==> config.mk <==
export PLATFORM = sky130hd
export DESIGN_NAME = seq_alu_core_flat
export DESIGN_NICKNAME = d
export VERILOG_FILES = /design/src/rtl/seq_alu_if.sv /design/src/rtl/seq_alu_core.sv /design/src/flat_wrapper.sv
export SDC_FILE = /design/constraint.sdc
export NUM_CORES = 1
export LEC_CHECK = 0
export ABC_AREA = 1
export CORE_MARGIN = 1.5
export CORE_UTILIZATION = 64
export CTS_BUF_LIST = sky130_fd_sc_hd__clkbuf_4 sky130_fd_sc_hd__clkbuf_8
export CTS_CLUSTER_SIZE = 16
export DETAILED_ROUTE_END_ITERATION = 8
export GPL_TIMING_DRIVEN = 0
export PLACE_DENSITY = 0.89
export SYNTH_ARGS = -nofsm -noshare
export SYNTH_HDL_FRONTEND = slang
export SYNTH_SLANG_ARGS = --single-unit
==> constraint.sdc <==
create_clock -name clk -period 8.33 [get_ports clk]
set_clock_uncertainty 0.15 [all_clocks]
set_input_delay 0.833 -clock clk [delete_from_list [all_inputs] [get_ports clk]]
set_output_delay 0.833 -clock clk [all_outputs]
set_load 0.01 [all_outputs]
==> src/rtl/seq_alu_if.sv <==
// Handshake and operand/result bundle between the execute-stage issue logic and seq_alu_core.
interface seq_alu_if #(
    parameter int unsigned WIDTH = 32
);
    logic             start;
    logic [3:0]       alu_ctrl;
    logic [WIDTH-1:0] op_a;
    logic [WIDTH-1:0] op_b;
    logic [WIDTH-1:0] result;
    logic             carry;
    logic             zero;
    logic             sign;
    logic             busy;
    logic             done;

    modport master (
        output start, alu_ctrl, op_a, op_b,
        input  result, carry, zero, sign, busy, done
    );

    modport slave (
        input  start, alu_ctrl, op_a, op_b,
        output result, carry, zero, sign, busy, done
    );
endinterface

==> src/rtl/seq_alu_core.sv <==
// Multi-cycle execute-stage ALU with start/done handshake; shifts and DIFF iterate one bit per cycle.
// Define FAST_SHIFT_EN to use a barrel shifter and priority encoder so every op completes in one cycle.
module seq_alu_core #(
    parameter int unsigned WIDTH   = 32,
    parameter int unsigned SHAMT_W = 5
) (
    input  logic     clk,
    input  logic     rst,
    seq_alu_if.slave bus
);
    localparam int unsigned CNT_W = SHAMT_W + 1;

    typedef enum logic [1:0] {IDLE, EXEC, DONE} state_t;
    typedef enum logic [3:0] {
        K_ADD, K_COMP, K_DIFF, K_AND, K_XOR, K_SHLL, K_SHRL, K_SHRA, K_NOP
    } kind_t;

    state_t             state;
    kind_t              kind;
    kind_t              exec_kind;
    logic [WIDTH-1:0]   result_q;
    logic               carry_q;
    logic               zero_q;
    logic               sign_q;
    logic [WIDTH-1:0]   work;
    logic [CNT_W-1:0]   cnt;
    logic               fill;

    logic [SHAMT_W-1:0] shamt;
    logic [WIDTH:0]     sum;
    logic               accept;
    logic               go_exec;
    logic               finish;
    logic               wr;
    logic [WIDTH-1:0]   new_res;
    logic               new_carry;
    logic [WIDTH-1:0]   step;

    assign shamt = bus.op_b[SHAMT_W-1:0];
    assign sum   = {1'b0, bus.op_a} + {1'b0, bus.op_b};

    always_comb begin
        kind = K_NOP;
        case (bus.alu_ctrl)
            4'b0000:          kind = K_ADD;
            4'b0001:          kind = K_COMP;
            4'b0010:          kind = K_DIFF;
            4'b0011:          kind = K_AND;
            4'b0100:          kind = K_XOR;
            4'b0101, 4'b1101: kind = K_SHLL;
            4'b0110, 4'b1110: kind = K_SHRL;
            4'b0111, 4'b1111: kind = K_SHRA;
            default:          kind = K_NOP;
        endcase
    end

`ifdef FAST_SHIFT_EN
    logic [WIDTH-1:0] barrel;
    logic [WIDTH-1:0] penc;
    logic             found;

    always_comb begin
        case (kind)
            K_SHLL:  barrel = bus.op_a << shamt;
            K_SHRL:  barrel = bus.op_a >> shamt;
            K_SHRA:  barrel = $signed(bus.op_a) >>> shamt;
            default: barrel = bus.op_a;
        endcase
        penc  = WIDTH'(WIDTH);
        found = 1'b0;
        for (int unsigned i = 0; i < WIDTH; i++) begin
            if (!found && (bus.op_a[i] ^ bus.op_b[i])) begin
                penc  = WIDTH'(i);
                found = 1'b1;
            end
        end
    end
`endif

    // DIFF walks the XOR pattern rightwards, so it shares the logical-right step.
    always_comb begin
        case (exec_kind)
            K_SHLL:  step = {work[WIDTH-2:0], 1'b0};
            K_SHRA:  step = {fill, work[WIDTH-1:1]};
            default: step = {1'b0, work[WIDTH-1:1]};
        endcase
    end

    always_comb begin
        accept    = bus.start && (state != EXEC);
        go_exec   = 1'b0;
        finish    = 1'b0;
        wr        = 1'b0;
        new_res   = result_q;
        new_carry = 1'b0;
        if (state == EXEC) begin
            if (exec_kind == K_DIFF) begin
                if (work[0]) begin
                    wr      = 1'b1;
                    finish  = 1'b1;
                    new_res = WIDTH'(cnt);
                end else if (cnt == CNT_W'(WIDTH - 1)) begin
                    wr      = 1'b1;
                    finish  = 1'b1;
                    new_res = WIDTH'(WIDTH);
                end
            end else if (cnt == CNT_W'(1)) begin
                wr      = 1'b1;
                finish  = 1'b1;
                new_res = step;
            end
        end else if (accept) begin
            finish = 1'b1;
            wr     = 1'b1;
            case (kind)
                K_ADD: begin
                    new_res   = sum[WIDTH-1:0];
                    new_carry = sum[WIDTH];
                end
                K_COMP: new_res = ~bus.op_b + WIDTH'(1);
                K_AND:  new_res = bus.op_a & bus.op_b;
                K_XOR:  new_res = bus.op_a ^ bus.op_b;
`ifdef FAST_SHIFT_EN
                K_SHLL, K_SHRL, K_SHRA: new_res = barrel;
                K_DIFF:                 new_res = penc;
`else
                K_SHLL, K_SHRL, K_SHRA: begin
                    if (shamt == '0) begin
                        new_res = bus.op_a;
                    end else begin
                        finish  = 1'b0;
                        wr      = 1'b0;
                        go_exec = 1'b1;
                    end
                end
                K_DIFF: begin
                    finish  = 1'b0;
                    wr      = 1'b0;
                    go_exec = 1'b1;
                end
`endif
                default: wr = 1'b0;
            endcase
        end
    end

    always_ff @(posedge clk) begin
        if (rst) begin
            state     <= IDLE;
            exec_kind <= K_NOP;
            result_q  <= '0;
            carry_q   <= 1'b0;
            zero_q    <= 1'b0;
            sign_q    <= 1'b0;
            work      <= '0;
            cnt       <= '0;
            fill      <= 1'b0;
        end else begin
            if (wr) begin
                result_q <= new_res;
                carry_q  <= new_carry;
                zero_q   <= (new_res == '0);
                sign_q   <= new_res[WIDTH-1];
            end
            if (go_exec) begin
                state     <= EXEC;
                exec_kind <= kind;
                fill      <= bus.op_a[WIDTH-1];
                if (kind == K_DIFF) begin
                    work <= bus.op_a ^ bus.op_b;
                    cnt  <= '0;
                end else begin
                    work <= bus.op_a;
                    cnt  <= CNT_W'(shamt);
                end
            end else if (state == EXEC) begin
                if (finish) begin
                    state <= DONE;
                end else begin
                    work <= step;
                    cnt  <= (exec_kind == K_DIFF) ? cnt + 1'b1 : cnt - 1'b1;
                end
            end else if (finish) begin
                state <= DONE;
            end else begin
                state <= IDLE;
            end
        end
    end

    assign bus.result = result_q;
    assign bus.carry  = carry_q;
    assign bus.zero   = zero_q;
    assign bus.sign   = sign_q;
    assign bus.busy   = (state == EXEC);
    assign bus.done   = (state == DONE);
endmodule

==> src/flat_wrapper.sv <==
// flat-port wrapper written by rule: the top's interface ports become plain ports
module seq_alu_core_flat 
#(
    parameter int unsigned WIDTH   = 32,
    parameter int unsigned SHAMT_W = 5
)
  (clk, rst, bus_start, bus_alu_ctrl, bus_op_a, bus_op_b, bus_result, bus_carry, bus_zero, bus_sign, bus_busy, bus_done);
  seq_alu_if #(.WIDTH(WIDTH)) bus_i ();
  input  logic clk;
  input  logic rst;
  input wire logic [$bits(bus_i.start)-1:0] bus_start;
  input wire logic [$bits(bus_i.alu_ctrl)-1:0] bus_alu_ctrl;
  input wire logic [$bits(bus_i.op_a)-1:0] bus_op_a;
  input wire logic [$bits(bus_i.op_b)-1:0] bus_op_b;
  output wire logic [$bits(bus_i.result)-1:0] bus_result;
  output wire logic [$bits(bus_i.carry)-1:0] bus_carry;
  output wire logic [$bits(bus_i.zero)-1:0] bus_zero;
  output wire logic [$bits(bus_i.sign)-1:0] bus_sign;
  output wire logic [$bits(bus_i.busy)-1:0] bus_busy;
  output wire logic [$bits(bus_i.done)-1:0] bus_done;
  assign bus_i.start = bus_start;
  assign bus_i.alu_ctrl = bus_alu_ctrl;
  assign bus_i.op_a = bus_op_a;
  assign bus_i.op_b = bus_op_b;
  assign bus_result = bus_i.result;
  assign bus_carry = bus_i.carry;
  assign bus_zero = bus_i.zero;
  assign bus_sign = bus_i.sign;
  assign bus_busy = bus_i.busy;
  assign bus_done = bus_i.done;
  seq_alu_core #(.WIDTH(WIDTH), .SHAMT_W(SHAMT_W)) u_core (.clk(clk), .rst(rst), .bus(bus_i));
endmodule
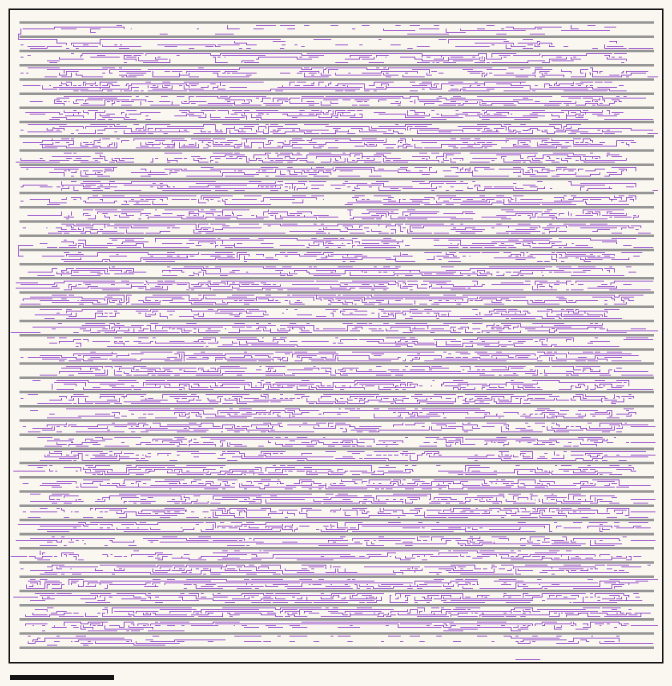
Figure 1: run 1, met1 routing.
Scale bar: 20 um. Supply wires on this layer in grey.
wire length on this layer: 14100 um
share of all routed wire: 35%

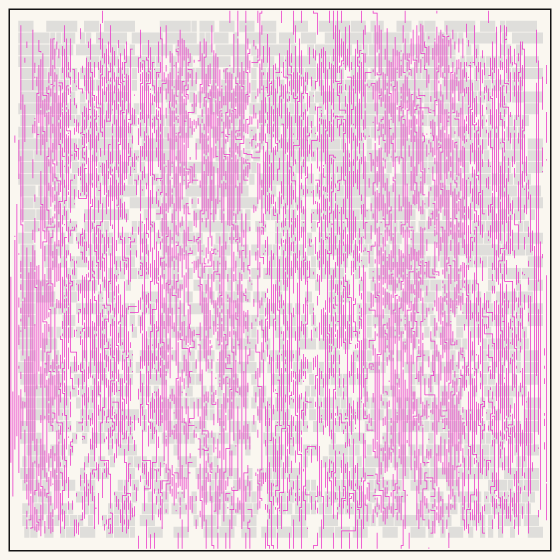
Figure 2: run 1, met2 routing.
wire length on this layer: 16100 um
nets with wire on the layer: 1698

==> design notes, run 1 <==
The cell taking the most area after synthesis is sky130_fd_sc_hd__nand2_1. The flow reports an fmax of 0.195 GHz. The layout has 12 clock buffers. For the count of cell types in the netlist, the log shows 44.

The sequential cells in the finished layout cover a total of 0.00158 mm^2. In the synthesized netlist, the number of instances is 1840. Ranked by total cell area, the synthesized netlist is headed by sky130_fd_sc_hd__nand2_1 (27%), sky130_fd_sc_hd__dfxtp_1 (17%), sky130_fd_sc_hd__inv_1 (9.6%).

The remaining design rule violation count was 0. Looking at the clock tree report, the maximum root-to-sink buffer count equals 2. The area enclosed by the die boundary is 0.0156 mm^2. With the floorplan-stage core utilization at 0.653, the power after layout is 1.39 mW. CTS placed an instance of sky130_fd_sc_hd__clkbuf_8 at the clock tree root. For this design the static power due to leakage is 5.39 nW. The net switching fraction of the power is 0.421, and the initial antenna violation count is 0. The routed design has 40200 um of wire. The share of post-route cells with drive strength above 1 is 0.0316.

The fraction of synthesis flops using an asynchronous set or reset pin is 0. The skew report gives the latency at the later pin of the worst-skew pair as 370 ps. Each instance of the synthesized netlist takes up on average 5.16 um^2. The flow ran to the end, and the final reports show no timing, DRC or antenna violations.

The final timing report lists a hold violation count of 0. STA classifies the critical path startpoint as an input pin. The run gives 0.500 for the global-route usage over all layers. The number of multi-input combinational cells in the layout is 1442. The max capacitance violation total came out at 0.
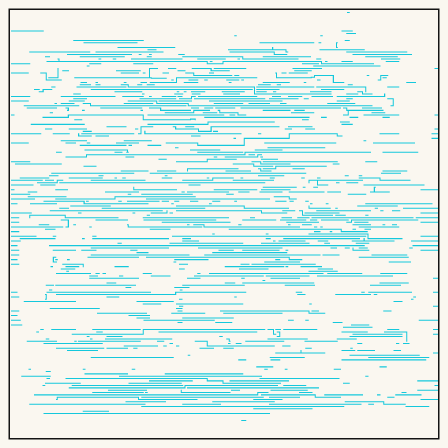
Figure 3: run 1, signal wires on met3.
wire length on this layer: 6220 um
share of all routed wire: 15%

-- run 1: stage by stage --
step / instances / area (um^2) / setup WS (ps)
after floorplan: 1840 / 9500 / 5030
after global placement: 2130 / 10800 / 3080
after detailed placement: 2130 / 10800 / 3080
after CTS: 2146 / 11000 / 3450
after global routing: 2146 / 11000 / 3080
final: 2146 / 11000 / 3190
-- run 1: per-layer routing --
metal / global-route usage / up-vias / wire (um) / share of wire
li1: - / 6135 / - / -
met1: 0.612 / 5779 / 14100 / 0.35
met2: 0.738 / 1178 / 16100 / 0.40
met3: 0.136 / 311 / 6220 / 0.15
met4: 0.394 / 0 / 3790 / 0.094
met5: 0 / - / 0 / 0
-- run 1: cells by family (layout without fill, tap and decap cells) --
| family | count (synthesis) | in the layout | share of synthesized area |
|---|---|---|---|
| flip-flops | 79 | 79 | 0.167 |
| XOR/XNOR | 5 | 5 | 0.00461 |
| multiplexers | 1 | 1 | 0.00105 |
| AND/OR/NAND/NOR | 1103 | 1103 | 0.477 |
| adder cells (fa/ha/maj) | 38 | 38 | 0.0501 |
| AND-OR/OR-AND | 295 | 295 | 0.171 |
| buffers and inverters | 319 | 441 | 0.130 |
-- run 1: worst paths after layout --
kind         slack [ps]  depth (start not counted)       startpoint               to
max                3190                         23      bus_op_b[0]  u_core.bus.zero
min                 320                          2  u_core.work[24]  u_core.work[24]
max reg2reg        5240                         17  u_core.state[1]  u_core.bus.zero
min reg2reg         320                          2  u_core.work[24]  u_core.work[24]
-- run 1: state kept, by name (all words and copies together) (netlist names) --
register and count:
u_core.state 2, u_core.bus.carry 1, u_core.bus.zero 1, u_core.bus.result 31, u_core.cnt 6, u_core.fill 1
u_core.exec_kind 4, u_core.bus.sign 1, u_core.work 32
-- run 1: worst max-delay path: stages --
cell and delay, ps:
sky130_fd_sc_hd__clkdlybuf4s50_1 480, sky130_fd_sc_hd__inv_1 230, sky130_fd_sc_hd__ha_1 370, sky130_fd_sc_hd__nand2_1 160, sky130_fd_sc_hd__inv_1 170, sky130_fd_sc_hd__ha_1 230
sky130_fd_sc_hd__clkbuf_1 480, sky130_fd_sc_hd__inv_1 110, sky130_fd_sc_hd__nor2_2 560, sky130_fd_sc_hd__buf_2 440, sky130_fd_sc_hd__nand2_1 100, sky130_fd_sc_hd__o2111ai_1 110
sky130_fd_sc_hd__nor2_1 60, sky130_fd_sc_hd__nand2_1 60, sky130_fd_sc_hd__inv_1 50, sky130_fd_sc_hd__nand2_1 170, sky130_fd_sc_hd__nand3_1 120, sky130_fd_sc_hd__nand2_1 130
sky130_fd_sc_hd__nor2_1 60, sky130_fd_sc_hd__nand3_1 110, sky130_fd_sc_hd__nor2_1 50, sky130_fd_sc_hd__nand2_1 80, sky130_fd_sc_hd__a21oi_2 50
-- run 1: power by group through the flow --
stage / clock network [mW] / registers, mW / logic, mW
after floorplan: 0 / 0.446 / 0.376
final: 0.322 / 0.441 / 0.625
after CTS: 0.316 / 0.439 / 0.596
after global routing: 0.334 / 0.443 / 0.677
after global placement: 0 / 0.446 / 0.579
after detailed placement: 0 / 0.447 / 0.591
Figure 4. Routing congestion (run 1).
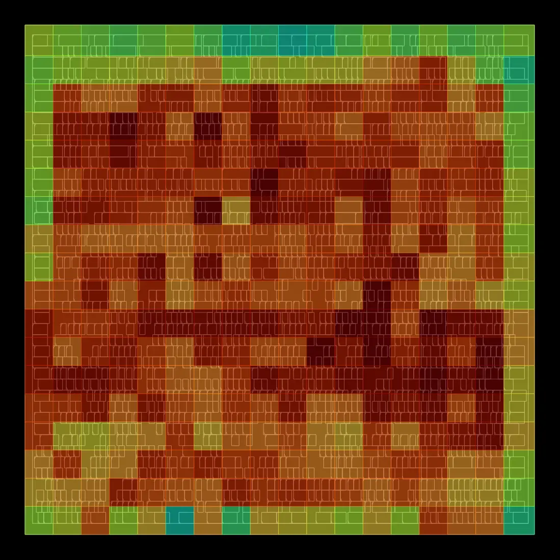

## Run 2: what changed since run 1
Settings changed: CORE_UTILIZATION 64 to 54, PLACE_DENSITY 0.89 to 0.8.
Clock period 8.33 ns to 4.6 ns, I/O delays scaled along.
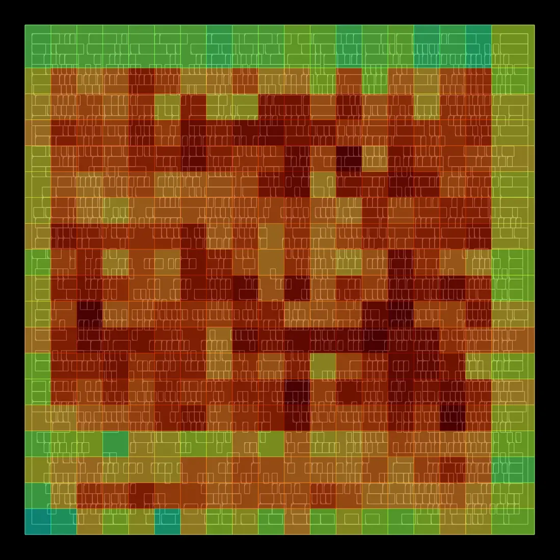
Figure 5: run 2, routing congestion.
met3 Usage GRT: 0.119
post-detailed-route wirelength per cell: 19.8 um

==> run 2 against run 1 <==
Global-route usage fell by 3.0 points. Setup slack got worse by 3000 ps. Sequential cell count unchanged. Largest cell class unchanged. Cell count up 1.9%. Wire length is 7.9% higher. First-iteration DRC count down 24%. Register-to-register slack got worse by 3800 ps. Largest power group unchanged. Combinational power is 82% higher. Critical endpoint unchanged. Design area is 0.20% higher. Via count shrank 1.3%.
==> design notes, run 2 <==
The flow ran to the end, and the final reports show no timing, DRC or antenna violations. The count of cell types in the netlist was 44 (unchanged); the delay of the slowest cell on the worst path was 490 ps (was 560 ps). With the buffer and inverter count on the worst path at 6 (was 7), the number of standard cells after synthesis is 1840 (unchanged). The initial antenna violation count was 1 (was 0); the vertical die dimension was 136 um (was 125 um). The yosys stat cell total was 1840 (unchanged). The share of post-route cells with drive strength above 1 is 0.0321 (was 0.0316). Launch point of the worst hold path: u_core.work[24] (unchanged).

The number of flops mapped to enable cells by yosys works out to 0 (unchanged). For the area after detailed placement, the log shows 0.0108 mm^2 (about the same). The register containing the most flip-flops in the final layout was u_core.work (unchanged).

Sort of element at the start of the critical path: an input pin (unchanged). The cell leakage power was 5.37 nW (was 5.39 nW). Fraction of synthesis flops using an asynchronous set or reset pin: 0 (unchanged).

Derived from the worst setup path, the maximum achievable clock frequency is 0.227 GHz. The launching instance or port of the critical path was bus_op_b[0] (unchanged). The area enclosed by the die boundary is 0.0184 mm^2 (was 0.0156 mm^2).

The highest-delay cell along the critical path is sky130_fd_sc_hd__clkdlybuf4s50_1 (was sky130_fd_sc_hd__nor2_2). The run gives 380 ps (was 370 ps) as the clock latency of the later-clocked register in the worst-skew pair. The critical path's most frequent cell was sky130_fd_sc_hd__nand2_1 (unchanged). The tools report the final critical-path setup slack as 196 ps (was 3190 ps). Ordered list of cells on the worst path: clkdlybuf4s50_1, inv_1, ha_1, nand2_1, inv_1, ha_2, inv_1, nor2_4, buf_2, nand2_1, nand3_1, inv_1, nand2_1, nand2_1, a21oi_1, nor2_1, nand3_1, nor3_2, nand2_1, a21oi_2 (was clkdlybuf4s50_1, inv_1, ha_1, nand2_1, inv_1, ha_1, clkbuf_1, inv_1, nor2_2, buf_2, nand2_1, o2111ai_1, nor2_1, nand2_1, inv_1, nand2_1, nand3_1, nand2_1, nor2_1, nand3_1, nor2_1, nand2_1, a21oi_2). The final cell count without fillers is 2186 (was 2146). The run gives 9 (unchanged) for the number of clock buffers inserted by TritonCTS. With the placed cell count at 2171 (was 2130), the worst-case clock buffer depth is 2 (unchanged). The run gives 0.551 (was 0.653) for the floorplan-stage core utilization.

With the final standard cell area without fillers at 0.0110 mm^2 (about the same), the detailed placement HPWL is 34600 um (was 31500 um). The tools report the clock tree root buffer cell as sky130_fd_sc_hd__clkbuf_8 (unchanged). Main area contributors: sky130_fd_sc_hd__nand2_1 (27%), sky130_fd_sc_hd__dfxtp_1 (17%), sky130_fd_sc_hd__inv_1 (9.6%) (unchanged).

TritonCTS built the clock tree. The floorplan row count is 48 (was 44). The number of flip-flops under the largest register name came out at 32 (unchanged).

The global-route usage over all layers was 0.469 (was 0.500). For the power after layout, the log shows 2.45 mW (was 1.39 mW). The average size of a mapped cell is 5.16 um^2 (unchanged). The hold violation total from the final report was 0 (unchanged); the max capacitance violation total was 0 (unchanged). The tools report the origin of the critical flop-to-flop path as u_core.state[1] (unchanged). The placement-stage worst setup slack is -388 ps (was 3080 ps).
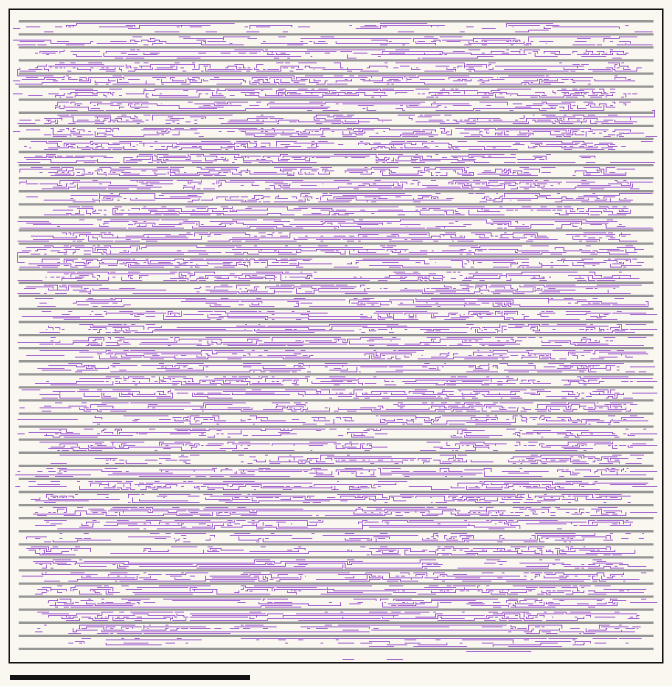
Figure 6: run 2, met1 routing.
Scale bar: 50 um. Supply wires on this layer in grey.
met1 usage: 0.592
final WL: 43400 um
vias post-DR: 13227

[run 2: cell types whose count changed in the layout (fill, tap and decap cells not counted), sizes merged]
cell,change
bufinv,-2
clkinvlp,+1
[run 2: worst min-delay path: stages, from the launching register on]
cell and delay [ps]:
sky130_fd_sc_hd__dfxtp_1 320, sky130_fd_sc_hd__nand2_1 60, sky130_fd_sc_hd__a21oi_1 50
[run 2: metal layers]
layer / part of all wire / track usage / up-vias
met5: 0.00032 / 0 / -
met4: 0.083 / 0.335 / 2
met3: 0.13 / 0.119 / 242
met2: 0.41 / 0.693 / 978
met1: 0.38 / 0.592 / 5872
li1: - / - / 6133
[run 2: cell type report]
cell class,instances,area (um^2),area share
timing repair buffer,106,1060,0.0962
multi-input combinational,1442,6690,0.607
clock buffer,13,166,0.0151
sequential,79,1580,0.143
clock inverter,3,17.5,0.00159
buffer,68,290,0.0263
inverter,250,938,0.0851
tap,225,282,0.0255
[run 2: final timing paths]
| kind | endpoint | slack (ps) | cells past startpoint |
|---|---|---|---|
| worst max register to register | u_core.bus.zero | 1450 | 17 |
| worst min-delay path | u_core.work[24] | 320 | 2 |
| worst max-delay path | u_core.bus.zero | 200 | 20 |
| worst min register to register | u_core.work[24] | 320 | 2 |
[run 2: logic make-up (layout without fill, tap and decap cells)]
group                    Yosys count  in the layout  synth area share
multiplexers                       1              1           0.00105
AND-OR/OR-AND                    295            295             0.171
XOR/XNOR                           5              5           0.00461
buffers and inverters            319            440             0.130
AND/OR/NAND/NOR                 1103           1103             0.477
flip-flops                        79             79             0.167
adder cells (fa/ha/maj)           38             38            0.0501
[run 2: where the power goes]
part / internal, mW / total (mW) / leakage [nW] / switching [mW]
Sequential: 0.742 / 0.799 / 0.646 / 0.0569
Combinational: 0.392 / 1.14 / 4.62 / 0.748
Clock: 0.236 / 0.510 / 0.0963 / 0.274
Total: 1.37 / 2.45 / 5.37 / 1.08
[run 2: what timing repair did]
item / CTS / global route
setup endpoints to repair: 1 / 2
cloned: 0 / 0
gates resized: 1 / 1
Power figures rest on the tool's default switching activity, not on a simulated workload.
